**Run 1: wiring by layer**

The bar under the picture is 20 um long.
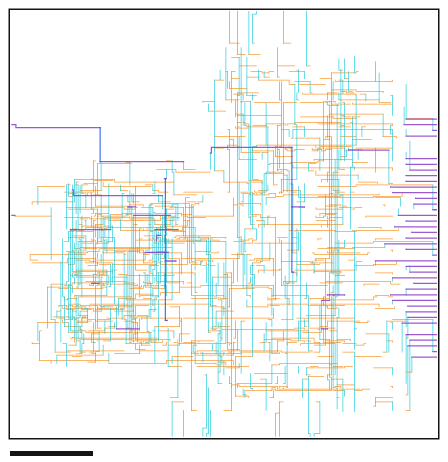
**Run 1: sequential cells grouped by signal name**

Other sequential cells in the stronger gray, the rest of the logic in the fainter gray.
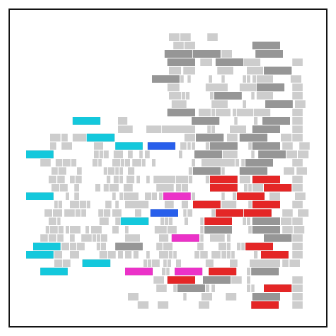
**Run 1: pin map**

Pins as bars across the die edge, other pins in gray.
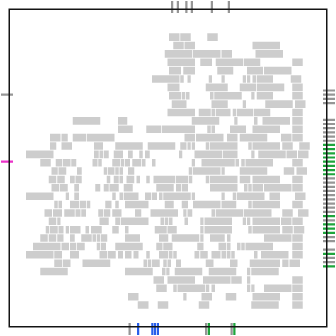
**src/rtl/button_event_decoder_if.sv**
```systemverilog
// Bus between the keypad scanner and the button event decoder: encoded button input plus decoded events.
// "release" is a reserved word, so the release pulse vector is named release_pulse.
interface button_event_decoder_if #(
  parameter int NUM_BUTTONS = 16
);
  localparam int IDX_W = $clog2(NUM_BUTTONS);

  logic                   button_valid;
  logic [IDX_W-1:0]       button_num;
  logic [NUM_BUTTONS-1:0] buttons;
  logic [NUM_BUTTONS-1:0] press;
  logic [NUM_BUTTONS-1:0] release_pulse;
  logic                   busy;

  modport master (
    output button_valid, button_num,
    input  buttons, press, release_pulse, busy
  );

  modport slave (
    input  button_valid, button_num,
    output buttons, press, release_pulse, busy
  );
endinterface

```
**src/rtl/button_event_decoder.sv**
```systemverilog
// Debounces an encoded keypad index into a one-hot held vector with one-cycle press/release pulses.
// Optional auto-repeat of the press pulse while held is enabled by defining AUTO_REPEAT_EN.
module button_event_decoder #(
  parameter int NUM_BUTTONS     = 16,
  parameter int DEBOUNCE_CYCLES = 1000,
  parameter int REPEAT_DELAY    = 500000,
  parameter int REPEAT_PERIOD   = 100000
) (
  input logic                   clk,
  input logic                   reset,
  button_event_decoder_if.slave bus
);
  localparam int IDX_W = $clog2(NUM_BUTTONS);
  localparam int CNT_W = $clog2(DEBOUNCE_CYCLES + 1);
  localparam logic [IDX_W:0]   NUM_EXT  = (IDX_W+1)'(NUM_BUTTONS);
  localparam logic [CNT_W-1:0] CNT_ONE  = CNT_W'(1);
  localparam logic [CNT_W-1:0] CNT_LAST = CNT_W'(DEBOUNCE_CYCLES - 1);
  localparam logic [CNT_W-1:0] CNT_MAX  = CNT_W'(DEBOUNCE_CYCLES);
  // An illegal parameter set never decodes any button.
  localparam bit PARAMS_OK = (NUM_BUTTONS >= 2) && (NUM_BUTTONS <= 256) &&
                             (DEBOUNCE_CYCLES >= 1) && (REPEAT_DELAY >= 1) &&
                             (REPEAT_PERIOD >= 1);

  typedef enum logic [1:0] {IDLE, DEB_PRESS, HELD, DEB_RELEASE} state_t;

  state_t           state;
  logic [IDX_W-1:0] cap;
  logic [CNT_W-1:0] cnt;
  logic             in_range;
  logic             hit_cap;

  function automatic logic [NUM_BUTTONS-1:0] onehot(input logic [IDX_W-1:0] idx);
    return {{(NUM_BUTTONS-1){1'b0}}, 1'b1} << idx;
  endfunction

  assign in_range = PARAMS_OK && bus.button_valid && ({1'b0, bus.button_num} < NUM_EXT);
  assign hit_cap  = in_range && (bus.button_num == cap);

`ifdef AUTO_REPEAT_EN
  localparam int RPT_MAX = (REPEAT_DELAY > REPEAT_PERIOD) ? REPEAT_DELAY : REPEAT_PERIOD;
  localparam int RPT_W   = $clog2(RPT_MAX + 1);
  localparam logic [RPT_W-1:0] RPT_ONE         = RPT_W'(1);
  localparam logic [RPT_W-1:0] RPT_DELAY_LAST  = RPT_W'(REPEAT_DELAY - 1);
  localparam logic [RPT_W-1:0] RPT_PERIOD_LAST = RPT_W'(REPEAT_PERIOD - 1);

  logic [RPT_W-1:0] rpt_cnt;
  logic             rpt_first;
  logic [RPT_W-1:0] rpt_last;

  // The first repeat waits the long delay, later ones the short period.
  assign rpt_last = rpt_first ? RPT_PERIOD_LAST : RPT_DELAY_LAST;
`endif

  always_ff @(posedge clk or posedge reset) begin
    if (reset) begin
      state             <= IDLE;
      cap               <= '0;
      cnt               <= '0;
      bus.buttons       <= '0;
      bus.press         <= '0;
      bus.release_pulse <= '0;
      bus.busy          <= 1'b0;
`ifdef AUTO_REPEAT_EN
      rpt_cnt           <= '0;
      rpt_first         <= 1'b0;
`endif
    end else begin
      bus.press         <= '0;
      bus.release_pulse <= '0;
      case (state)
        IDLE: begin
          if (in_range) begin
            cap      <= bus.button_num;
            bus.busy <= 1'b1;
            if (DEBOUNCE_CYCLES == 1) begin
              state       <= HELD;
              cnt         <= CNT_MAX;
              bus.buttons <= onehot(bus.button_num);
              bus.press   <= onehot(bus.button_num);
`ifdef AUTO_REPEAT_EN
              rpt_cnt     <= '0;
              rpt_first   <= 1'b0;
`endif
            end else begin
              state <= DEB_PRESS;
              cnt   <= CNT_ONE;
            end
          end
        end

        DEB_PRESS: begin
          if (!in_range) begin
            state    <= IDLE;
            cnt      <= '0;
            bus.busy <= 1'b0;
          end else if (!hit_cap) begin
            cap <= bus.button_num;
            cnt <= CNT_ONE;
          end else if (cnt >= CNT_LAST) begin
            state       <= HELD;
            cnt         <= CNT_MAX;
            bus.buttons <= onehot(cap);
            bus.press   <= onehot(cap);
`ifdef AUTO_REPEAT_EN
            rpt_cnt     <= '0;
            rpt_first   <= 1'b0;
`endif
          end else begin
            cnt <= cnt + CNT_ONE;
          end
        end

        HELD: begin
          if (!hit_cap) begin
            state <= DEB_RELEASE;
            cnt   <= CNT_ONE;
          end
`ifdef AUTO_REPEAT_EN
          else if (rpt_cnt == rpt_last) begin
            bus.press <= onehot(cap);
            rpt_cnt   <= '0;
            rpt_first <= 1'b1;
          end else begin
            rpt_cnt <= rpt_cnt + RPT_ONE;
          end
`endif
        end

        DEB_RELEASE: begin
          // A different index only counts as "not cap"; it is picked up again from IDLE.
          if (hit_cap) begin
            state <= HELD;
          end else if (cnt >= CNT_LAST) begin
            state             <= IDLE;
            cnt               <= '0;
            bus.buttons       <= '0;
            bus.release_pulse <= onehot(cap);
            bus.busy          <= 1'b0;
`ifdef AUTO_REPEAT_EN
            rpt_cnt           <= '0;
            rpt_first         <= 1'b0;
`endif
          end else begin
            cnt <= cnt + CNT_ONE;
          end
        end

        default: begin
          state    <= IDLE;
          bus.busy <= 1'b0;
        end
      endcase
    end
  end
endmodule

```
**src/flat_wrapper.sv**
```systemverilog
// flat-port wrapper written by rule: the top's interface ports become plain ports
module button_event_decoder_flat 
#(
  parameter int NUM_BUTTONS     = 16,
  parameter int DEBOUNCE_CYCLES = 1000,
  parameter int REPEAT_DELAY    = 500000,
  parameter int REPEAT_PERIOD   = 100000
)
  (clk, reset, bus_button_valid, bus_button_num, bus_buttons, bus_press, bus_release_pulse, bus_busy);
  button_event_decoder_if #(.NUM_BUTTONS(NUM_BUTTONS)) bus_i ();
  input logic clk;
  input logic reset;
  input wire logic [$bits(bus_i.button_valid)-1:0] bus_button_valid;
  input wire logic [$bits(bus_i.button_num)-1:0] bus_button_num;
  output wire logic [$bits(bus_i.buttons)-1:0] bus_buttons;
  output wire logic [$bits(bus_i.press)-1:0] bus_press;
  output wire logic [$bits(bus_i.release_pulse)-1:0] bus_release_pulse;
  output wire logic [$bits(bus_i.busy)-1:0] bus_busy;
  assign bus_i.button_valid = bus_button_valid;
  assign bus_i.button_num = bus_button_num;
  assign bus_buttons = bus_i.buttons;
  assign bus_press = bus_i.press;
  assign bus_release_pulse = bus_i.release_pulse;
  assign bus_busy = bus_i.busy;
  button_event_decoder #(.NUM_BUTTONS(NUM_BUTTONS), .DEBOUNCE_CYCLES(DEBOUNCE_CYCLES), .REPEAT_DELAY(REPEAT_DELAY), .REPEAT_PERIOD(REPEAT_PERIOD)) u_core (.clk(clk), .reset(reset), .bus(bus_i));
endmodule
```
**config.mk**
```make
export PLATFORM = sky130hd
export DESIGN_NAME = button_event_decoder_flat
export DESIGN_NICKNAME = d
export VERILOG_FILES = /design/src/rtl/button_event_decoder_if.sv /design/src/rtl/button_event_decoder.sv /design/src/flat_wrapper.sv
export SDC_FILE = /design/constraint.sdc
export NUM_CORES = 1
export LEC_CHECK = 0
export ABC_AREA = 0
export CAP_MARGIN = 20
export CORE_MARGIN = 5
export CORE_UTILIZATION = 35
export DETAILED_ROUTE_END_ITERATION = 6
export GPL_TIMING_DRIVEN = 0
export PLACE_DENSITY = 0.63
export SKIP_LAST_GASP = 1
export SLEW_MARGIN = 20
export SYNTH_ARGS = -nofsm -noshare
export SYNTH_HDL_FRONTEND = slang
export SYNTH_SLANG_ARGS = --single-unit
```
**constraint.sdc**
```tcl
create_clock -name clk -period 2.85 [get_ports clk]
set_input_delay 0.285 -clock clk [delete_from_list [all_inputs] [get_ports clk]]
set_output_delay 0.285 -clock clk [all_outputs]
set_load 0.1 [all_outputs]
```
==> out/metrics.cfg, run 1 <==
[timing]
finalHoldViolations=0
setup-violations-final=0
slew_headroom=0.333
rsz0062_at_grt=no
max_freq_ghz=0.422
drv_slew=0

[job]
maxCapViolations=0
number_of_warnings_in_the_stage_logs=26

[clocking]
cts.repair_timing.setup_buffer_count=0
tritoncts=yes
cts_resized=0
clock_sinks=65

[placement]
place_area_um2=3720
io_buffers=55
place.gp.congestion=0.837

[cells_and_area]
final-comb-area_um2=1230
filler_cell_count=792
layout_top_cells_excl_fill_tap=65 x sky130_fd_sc_hd__dfrtp_1, 57 x sky130_fd_sc_hd__nor2_1, 55 x sky130_fd_sc_hd__clkdlybuf4s50_1
postLayoutCellArea_um2=3930
fin_nets=361

[floorplanning]
initial_utilization=0.362
floorplan.io_pins=56
placementRows=33
floorplan.core_area_um2=8300
die_area_um2=10500
die_x_um=103

[synth]
post_synth_arst_share=1.00
ys_seq_share=0.541
ys_dominant_reg_cell=sky130_fd_sc_hd__dfrtp_1
postSynthRegisterBits=65
synth.top_cell.area_share=0.541
synthTopCellsByArea=sky130_fd_sc_hd__dfrtp_1 54%, sky130_fd_sc_hd__nor2_1 7.1%, sky130_fd_sc_hd__mux2_4 5.0%, sky130_fd_sc_hd__nand2_1 3.9%, sky130_fd_sc_hd__o211ai_1 2.5%
count_of_library_flops_with_an_enable_pin=0
syn-mean-instance-area_um2=10.5

[critical_path]
timing_worst_setup_path_type=reg -> reg
timing.critical_path.slowest_cell_delay_ns=0.50
combined_buffer_and_inverter_count_along_the_critical_path=0
worstRegToRegCells=6
cp_slowest_cell=sky130_fd_sc_hd__dfrtp_1
timing.rr.end=u_core.cnt[3]

[worst_hold_path]
hold_path.class=in -> async

[routing]
first_iter_violations=70
drt-wirelength-per-cell_um=14.7
vias=2320
drc=0

[global_routing]
track_usage=0.138
use_met3=0.0271
grt.met1_usage=0.191
global_route.overflow_total=0
largest_net_degree_at_the_start_of_global_routing=48
met2_usage=0.221

[power]
p_leak_nw=1.75
power-per-cell-area_nw_per_um2=589

[outcome]
outcome=finished, final reports clean

Back to the opening pictures, 'wiring by layer':
metal 3 -> purple  # wire length 430 um
metal 2 -> cyan  # wire length 3170 um
metal 1 -> orange  # wire length 3120 um
metal 4 -> blue  # wire length 72.1 um

Back to the opening pictures, 'sequential cells grouped by signal name':
u_core.cap -> magenta  # flops 4, where bottom center
u_core.state -> blue  # flops 2
u_core.bus.press -> red  # flops 16
u_core.cnt -> cyan  # flops 10
not colored = 33

Back to the opening pictures, 'pin map':
bus_button_num -> blue  # pins 4, direction input, edge bottom
bus_button_valid -> magenta  # pins 1, direction input, edge left
bus_release_pulse -> green  # pins 16, direction output, edge 14 right, 2 bottom

run 1: state kept, by name, indices dropped and copies added (netlist names):
name and count:
u_core.cap 4, u_core.bus.release_pulse 16, u_core.bus.press 16, u_core.bus.buttons 16
u_core.state 2, u_core.cnt 10, u_core.bus.busy 1
run 1: worst register-to-register path, stage by stage, from the launching register on:
cell	delay, ns
sky130_fd_sc_hd__dfrtp_1	0.50
sky130_fd_sc_hd__ha_1	0.32
sky130_fd_sc_hd__a211o_2	0.24
sky130_fd_sc_hd__nand3_1	0.30
sky130_fd_sc_hd__nand3_1	0.19
sky130_fd_sc_hd__a2bb2oi_1	0.49
sky130_fd_sc_hd__o211ai_1	0.20
run 1: metal layers:
layer	up-vias	part of all wire
met5	-	0
met4	0	0.011
met3	8	0.063
met2	77	0.47
met1	1110	0.46
li1	1125	-
run 1: Yosys cell counts (all sizes together) (2+ instances only):
library cell	number
xnor2	5
nand2	31
and4	3
o211ai	10
nor3	4
nor2b	3
and2	3
o21ai	5
dfrtp	65
nand3	8
a32o	2
o21a	3
mux2	16
a41o	2
nand2b	3
nand4	3
a31oi	7
clkbuf	7
nor2	58
and3	3
buf	11
nand3b	3
a21oi	9
o31ai	2
inv	5
run 1: through the flow:
stage / setup TNS (ns) / hold slack, ns / power [mW] / worst slack [ns] / utilization
2_1_floorplan: 0 / 0.390 / 1.37 / 0.804 / -
3_3_place_gp: -10.04 / 0.498 / 1.45 / -0.157 / 0.444
3_5_place_dp: 0 / 0.499 / 1.48 / 0.457 / 0.448
4_1_cts: 0 / 0.258 / 2.33 / 0.539 / 0.473
5_1_grt: 0 / 0.289 / 2.44 / 0.381 / 0.473
6_report: 0 / 0.260 / 2.31 / 0.481 / 0.473
run 1: report_power, final:
group          internal, mW  leakage, nW  switching (mW)
Combinational         0.171        0.771           0.218
Sequential            0.990        0.877          0.0868
Clock                 0.497        0.105           0.349
Total                  1.66         1.75           0.654
run 1: worst max-delay path by stage:
stage | from | end | slack (ns) | depth (start not counted)
6_report | u_core.cnt[0] | u_core.cnt[3] | 0.48 | 6
5_1_grt | u_core.cnt[0] | u_core.cnt[3] | 0.38 | 6
4_1_cts | u_core.cnt[0] | u_core.cnt[3] | 0.54 | 6
3_5_place_dp | bus_button_num[2] | u_core.cnt[5] | 0.46 | 7
3_3_place_gp | reset | u_core.bus.buttons[1] | -0.16 | 2
2_1_floorplan | u_core.cnt[0] | u_core.bus.buttons[10] | 0.80 | 7
run 1: kinds of logic after synthesis:
family / synth area share
compound gates: 0.124
mux: 0.0725
xor+xnor: 0.0146
buf+inv: 0.0479
simple gates: 0.196
flops: 0.541
fa+ha+maj: 0.00416
run 1: area by class of cell:
type,instances,share of cell area
multi-input cells,197,0.314
repair buffers,56,0.147
flip-flops and latches,65,0.414
clock buffers,12,0.0344
plain buffers,19,0.0318
inverters,5,0.00541
well taps,105,0.0334
clock inverters,4,0.0197
**Run 1: clock wires, drivers and flops**

The bar under the picture is 20 um long.
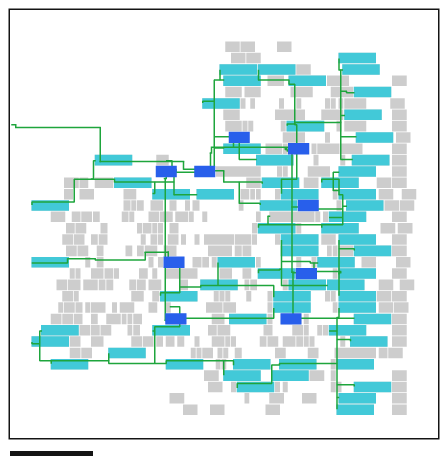

## Run 2: what changed since run 1
==> constraint.sdc (replaced) <==
create_clock -name clk -period 2.35 [get_ports clk]
set_input_delay 0.235 -clock clk [delete_from_list [all_inputs] [get_ports clk]]
set_output_delay 0.235 -clock clk [all_outputs]
set_load 0.1 [all_outputs]
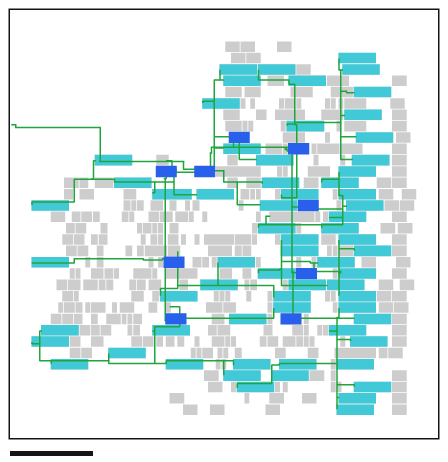
**Above:** run 2 (clock wires, drivers and flops).
The bar under the picture is 20 um long.
clock wires -> green  # length 816 um
clock drivers -> blue  # count 9
flip-flops -> cyan  # count 65
routed clock nets = 10

==> run 2 against run 1 <==
Against the previous run: combinational power is 22% higher; critical path depth up 1; synthesized cell count did not move; non-clock buffer count up 4; clock skew is essentially flat; critical endpoint is now u_core.bus.buttons[6]; worst setup slack got worse by 0.32 ns; sequential power grew 21%.
==> out/metrics.cfg, run 2 <==
[global_routing]
use_met3=0.0271
grt.met1_usage=0.191
track_usage=0.138
met2_usage=0.221
global_route.overflow_total=0

[floorplanning]
placementRows=33
floorplan.io_pins=56
initial_utilization=0.362
die_x_um=103
floorplan.core_area_um2=8300

[power]
p_leak_nw=1.77
total_power_mw=2.81

[job]
number_of_warnings_in_the_stage_logs=26
maxCapViolations=0

[clocking]
clock_tree.buffer_depth=2
tritoncts=yes
clock_sinks=65

[cells_and_area]
final_util=0.479
fin_nets=365
reg_top3=u_core.bus.buttons x16, u_core.bus.press x16, u_core.bus.release_pulse x16
postLayoutCellArea_um2=3970
final-comb-area_um2=1250
layout_top_cells_excl_fill_tap=64 x sky130_fd_sc_hd__dfrtp_1, 57 x sky130_fd_sc_hd__nor2_1, 55 x sky130_fd_sc_hd__clkdlybuf4s50_1
filler_cell_count=786

[placement]
place.gp.congestion=0.837
place_area_um2=3720
io_buffers=55

[critical_path]
timing_worst_setup_path_type=reg -> reg
timing.rr.end=u_core.bus.buttons[6]

[timing]
slew_headroom=0.334
finalHoldViolations=0
setup-violations-final=0
rsz0062_at_grt=no
finalWorstPathRequiredPeriod_ns=2.19
max_freq_ghz=0.457

[routing]
first_iter_violations=91
drc=0
drt-wirelength-per-cell_um=14.6
vias=2326

[worst_hold_path]
hold_path.class=in -> async

[synth]
post_synth_arst_share=1.00
syn-mean-instance-area_um2=10.5
synth.top_cell.area_share=0.541
synthTopCellsByArea=sky130_fd_sc_hd__dfrtp_1 54%, sky130_fd_sc_hd__nor2_1 7.1%, sky130_fd_sc_hd__mux2_4 5.0%, sky130_fd_sc_hd__nand2_1 3.9%, sky130_fd_sc_hd__o211ai_1 2.5%
count_of_library_flops_with_an_enable_pin=0

[outcome]
outcome=finished, final reports clean

## run 2: cell counts after synthesis
No cell type changed its count.
## run 2: worst max path at each step
stage,from,endpoint
after global routing,u_core.cnt[0],u_core.bus.buttons[11]
final,u_core.cnt[0],u_core.bus.buttons[6]
after global placement,reset,u_core.bus.buttons[1]
after floorplan,u_core.cnt[0],u_core.bus.buttons[10]
after detailed placement,bus_button_num[2],u_core.cnt[5]
after CTS,u_core.cnt[0],u_core.cnt[3]
## run 2: logic make-up after synthesis
family	share of synthesized area
mux	0.0725
flops	0.541
compound gates	0.124
fa+ha+maj	0.00416
simple gates	0.196
buf+inv	0.0479
xor+xnor	0.0146
## run 2: timing repair
item                       4_1_cts  5_1_grt
setup endpoints to repair        0       16
gates resized                    0        3
buffers inserted                 0        4
hold buffers                     0        0
## run 2: layout make-up
| cell class | instances | share of cell area |
|---|---|---|
| flip-flops and latches | 65 | 0.410 |
| multi-input cells | 197 | 0.314 |
| repair buffers | 60 | 0.153 |
| clock buffers | 12 | 0.0340 |
| well taps | 105 | 0.0331 |
| plain buffers | 19 | 0.0315 |
| clock inverters | 4 | 0.0195 |
| inverters | 5 | 0.00535 |
## run 2: report_power, final
part           internal, mW  switching [mW]
Clock                 0.603           0.424
Sequential             1.20           0.107
Combinational         0.209           0.267
## run 2: layer usage
layer | wire length [um] | vias up
li1 | - | 1130
met2 | 3170 | 67
met1 | 3180 | 1121
met5 | 0 | -
met3 | 412 | 8
met4 | 72 | 0
## run 2: metrics by stage
step,std cells,setup WS (ns)
2_1_floorplan,286,0.304
3_3_place_gp,446,-0.607
3_5_place_dp,447,0.00734
4_1_cts,463,0.0391
5_1_grt,467,0.0700
6_report,467,0.161
## run 2: critical path, stage by stage, from the launching register on
cell and delay [ns]:
sky130_fd_sc_hd__dfrtp_2 0.47, sky130_fd_sc_hd__ha_1 0.29, sky130_fd_sc_hd__a211o_2 0.39, sky130_fd_sc_hd__nand4_4 0.17, sky130_fd_sc_hd__a211oi_4 0.07, sky130_fd_sc_hd__nor2_4 0.21
sky130_fd_sc_hd__buf_12 0.17, sky130_fd_sc_hd__mux2_4 0.30
**Run 2: wiring by layer**

The bar under the picture is 20 um long.
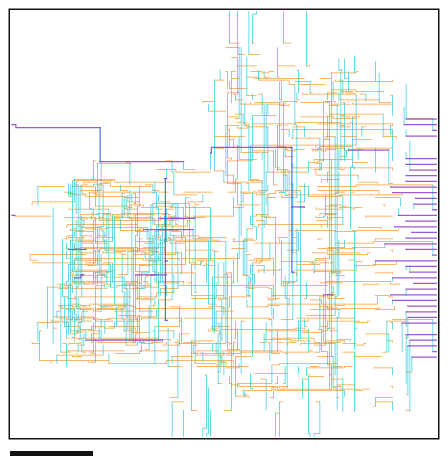

## Run 3: what changed since run 2
--- a/config.mk
+++ b/config.mk
@@ -6,7 +6,6 @@
 export NUM_CORES = 1
 export LEC_CHECK = 0
 export ABC_AREA = 0
-export CAP_MARGIN = 20
 export CORE_MARGIN = 5
 export CORE_UTILIZATION = 35
 export DETAILED_ROUTE_END_ITERATION = 6
==> constraint.sdc (replaced) <==
create_clock -name clk -period 2.3 [get_ports clk]
set_input_delay 0.23 -clock clk [delete_from_list [all_inputs] [get_ports clk]]
set_output_delay 0.23 -clock clk [all_outputs]
set_load 0.1 [all_outputs]
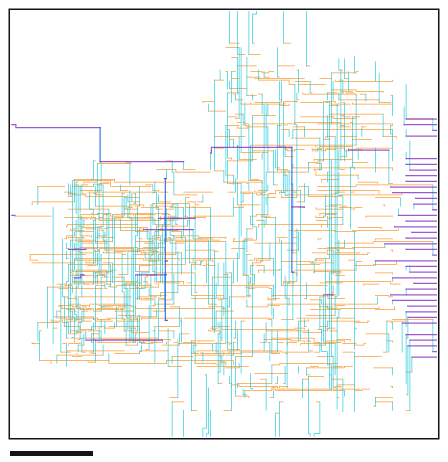
**Above:** run 3 (wiring by layer).
The bar under the picture is 20 um long.
metal 2 -> cyan  # wire length 3170 um
metal 3 -> purple  # wire length 413 um
metal 4 -> blue  # wire length 72.1 um
metal 1 -> orange  # wire length 3190 um

==> run 3 against run 2 <==
Against the previous run: maximum frequency about the same; sequential power about the same; routed wire length about the same; clock power about the same; clock-buffer cell count unchanged; global-route usage about the same; non-clock buffer count unchanged; largest power group unchanged; highest routed layer unchanged.
==> out/metrics.cfg, run 3 <==
[critical_path]
setup.worst_path.start=u_core.cnt[0]
critPathMaxFanout=10
timing_worst_setup_path_type=reg -> reg
cp_cell_sequence=ha_1, a211o_2, nand4_4, a211oi_4, nor2_4, buf_12, mux2_4
timing.critical_path.slowest_cell_delay_ns=0.47
timing.rr.end=u_core.bus.buttons[6]
worstRegToRegCells=7
cp_slowest_cell=sky130_fd_sc_hd__dfrtp_2

[cells_and_area]
postLayoutCellArea_um2=3970
fin_nets=365
final-comb-area_um2=1250
layout_top_cells_excl_fill_tap=64 x sky130_fd_sc_hd__dfrtp_1, 57 x sky130_fd_sc_hd__nor2_1, 55 x sky130_fd_sc_hd__clkdlybuf4s50_1
antennaDiodeCount=0
reg_top3=u_core.bus.buttons x16, u_core.bus.press x16, u_core.bus.release_pulse x16
layout-area-overhead-vs-synth_pct=32.2
filler_cell_count=786

[floorplanning]
die_area_um2=10500
die_x_um=103
floorplan.core_area_um2=8300
floorplan.io_pins=56
initial_utilization=0.362

[clocking]
clock_sinks=65
clock_tree.buffer_depth=2
cts.hold.buffers_added=0
tritoncts=yes
clk_pin_slew_worst_paths_ns=0.08

[synth]
synth_compound_gate_area_share=0.124
post-synth-top-count-cell=sky130_fd_sc_hd__dfrtp_1
synth.top_cell.area_share=0.541
adder_share=0.00416
synth.mux.area_fraction=0.0725
synthTopCellsByArea=sky130_fd_sc_hd__dfrtp_1 54%, sky130_fd_sc_hd__nor2_1 7.1%, sky130_fd_sc_hd__mux2_4 5.0%, sky130_fd_sc_hd__nand2_1 3.9%, sky130_fd_sc_hd__o211ai_1 2.5%
postSynthRegisterBits=65
count_of_library_flops_with_an_enable_pin=0
syn-mean-instance-area_um2=10.5
top_cells_by_count=65 x sky130_fd_sc_hd__dfrtp_1, 57 x sky130_fd_sc_hd__nor2_1, 31 x sky130_fd_sc_hd__nand2_1
xor_share=0.0146
ys_top_logic_family=simple AND/OR/NAND/NOR gates
simple_gate_area_frac=0.196
ys_dominant_reg_cell=sky130_fd_sc_hd__dfrtp_1
post_synth_arst_share=1.00

[routing]
topRoutingLayerUsed=met4
vias=2326
met3RoutedLength_um=412
drt-wirelength-per-cell_um=14.7
drc=0
first_iter_violations=90
routedLengthMet1_um=3190
detailroute.wirelength.met2_um=3170

[placement]
io_buffers=55
place.gp.congestion=0.837
place_area_um2=3720

[outcome]
outcome=finished, final reports clean

[timing]
finalWorstPathRequiredPeriod_ns=2.19
finalHoldViolations=0
drv_slew=0
max_freq_ghz=0.456
tns_ns=0
setup-violations-final=0
rsz0062_at_grt=no

[job]
number_of_warnings_in_the_stage_logs=26
maxCapViolations=0

[power]
power-per-cell-area_nw_per_um2=724

[worst_hold_path]
hold_path.class=in -> async

[global_routing]
global_route.overflow_total=0
largest_net_degree_at_the_start_of_global_routing=48

==> run 3: per-layer routing <==
layer / up-vias / track usage
met5: - / 0
met4: 0 / 0.0363
met3: 8 / 0.0271
met2: 67 / 0.221
met1: 1121 / 0.192
li1: 1130 / -
==> run 3: final cells by class <==
cell class                      count  area share
Clock inverter                      4      0.0195
Tap cell                          105      0.0331
Multi-Input combinational cell    197       0.314
Inverter                            5     0.00535
Sequential cell                    65       0.410
Timing Repair Buffer               60       0.153
Clock buffer                       12      0.0340
Buffer                             19      0.0315
==> run 3: what timing repair did <==
item                       CTS  global route
setup endpoints to repair    2            12
buffers inserted             0             4
pin swaps                    0             1
hold endpoints to repair     0             0
resized                      1             2
==> run 3: worst max-delay path by stage <==
stage	end	slack [ns]	depth (start not counted)
after floorplan	u_core.bus.buttons[10]	0.25	7
after global placement	u_core.bus.buttons[1]	-0.65	2
after detailed placement	u_core.cnt[5]	-0.04	7
after CTS	u_core.bus.buttons[6]	0.02	7
after global routing	u_core.bus.buttons[11]	0.02	7
final	u_core.bus.buttons[6]	0.11	7
==> run 3: power by group <==
| part | leakage, nW | switching (mW) | internal (mW) |
|---|---|---|---|
| clock network | 0.105 | 0.434 | 0.616 |
| logic | 0.790 | 0.273 | 0.214 |
| registers | 0.876 | 0.109 | 1.23 |
==> run 3: critical path: cells and delay by family (launching register included) <==
family / cells / cell delay [ns]
compound gates: 2 / 0.46
flops: 1 / 0.47
buf+inv: 1 / 0.17
fa+ha+maj: 1 / 0.29
simple gates: 2 / 0.38
mux: 1 / 0.30
==> run 3: logic make-up (layout without fill, tap and decap cells) <==
kind of cell | count (synthesis) | count (layout)
buf+inv | 24 | 100
compound gates | 51 | 51
mux | 16 | 16
simple gates | 124 | 124
xor+xnor | 5 | 5
flops | 65 | 65
fa+ha+maj | 1 | 1
==> run 3: metrics by stage <==
| step | cells | total power [mW] | util | setup slack (ns) | hold WS (ns) |
|---|---|---|---|---|---|
| final | 467 | 2.87 | 0.479 | 0.108 | 0.205 |
| after detailed placement | 447 | 1.83 | 0.448 | -0.0377 | 0.499 |
| after CTS | 463 | 2.89 | 0.474 | 0.0168 | 0.203 |
| after global placement | 446 | 1.80 | 0.444 | -0.652 | 0.498 |
| after global routing | 467 | 3.03 | 0.479 | 0.0200 | 0.234 |
| after floorplan | 286 | 1.70 | - | 0.254 | 0.335 |
Power figures rest on the tool's default switching activity, not on a simulated workload.
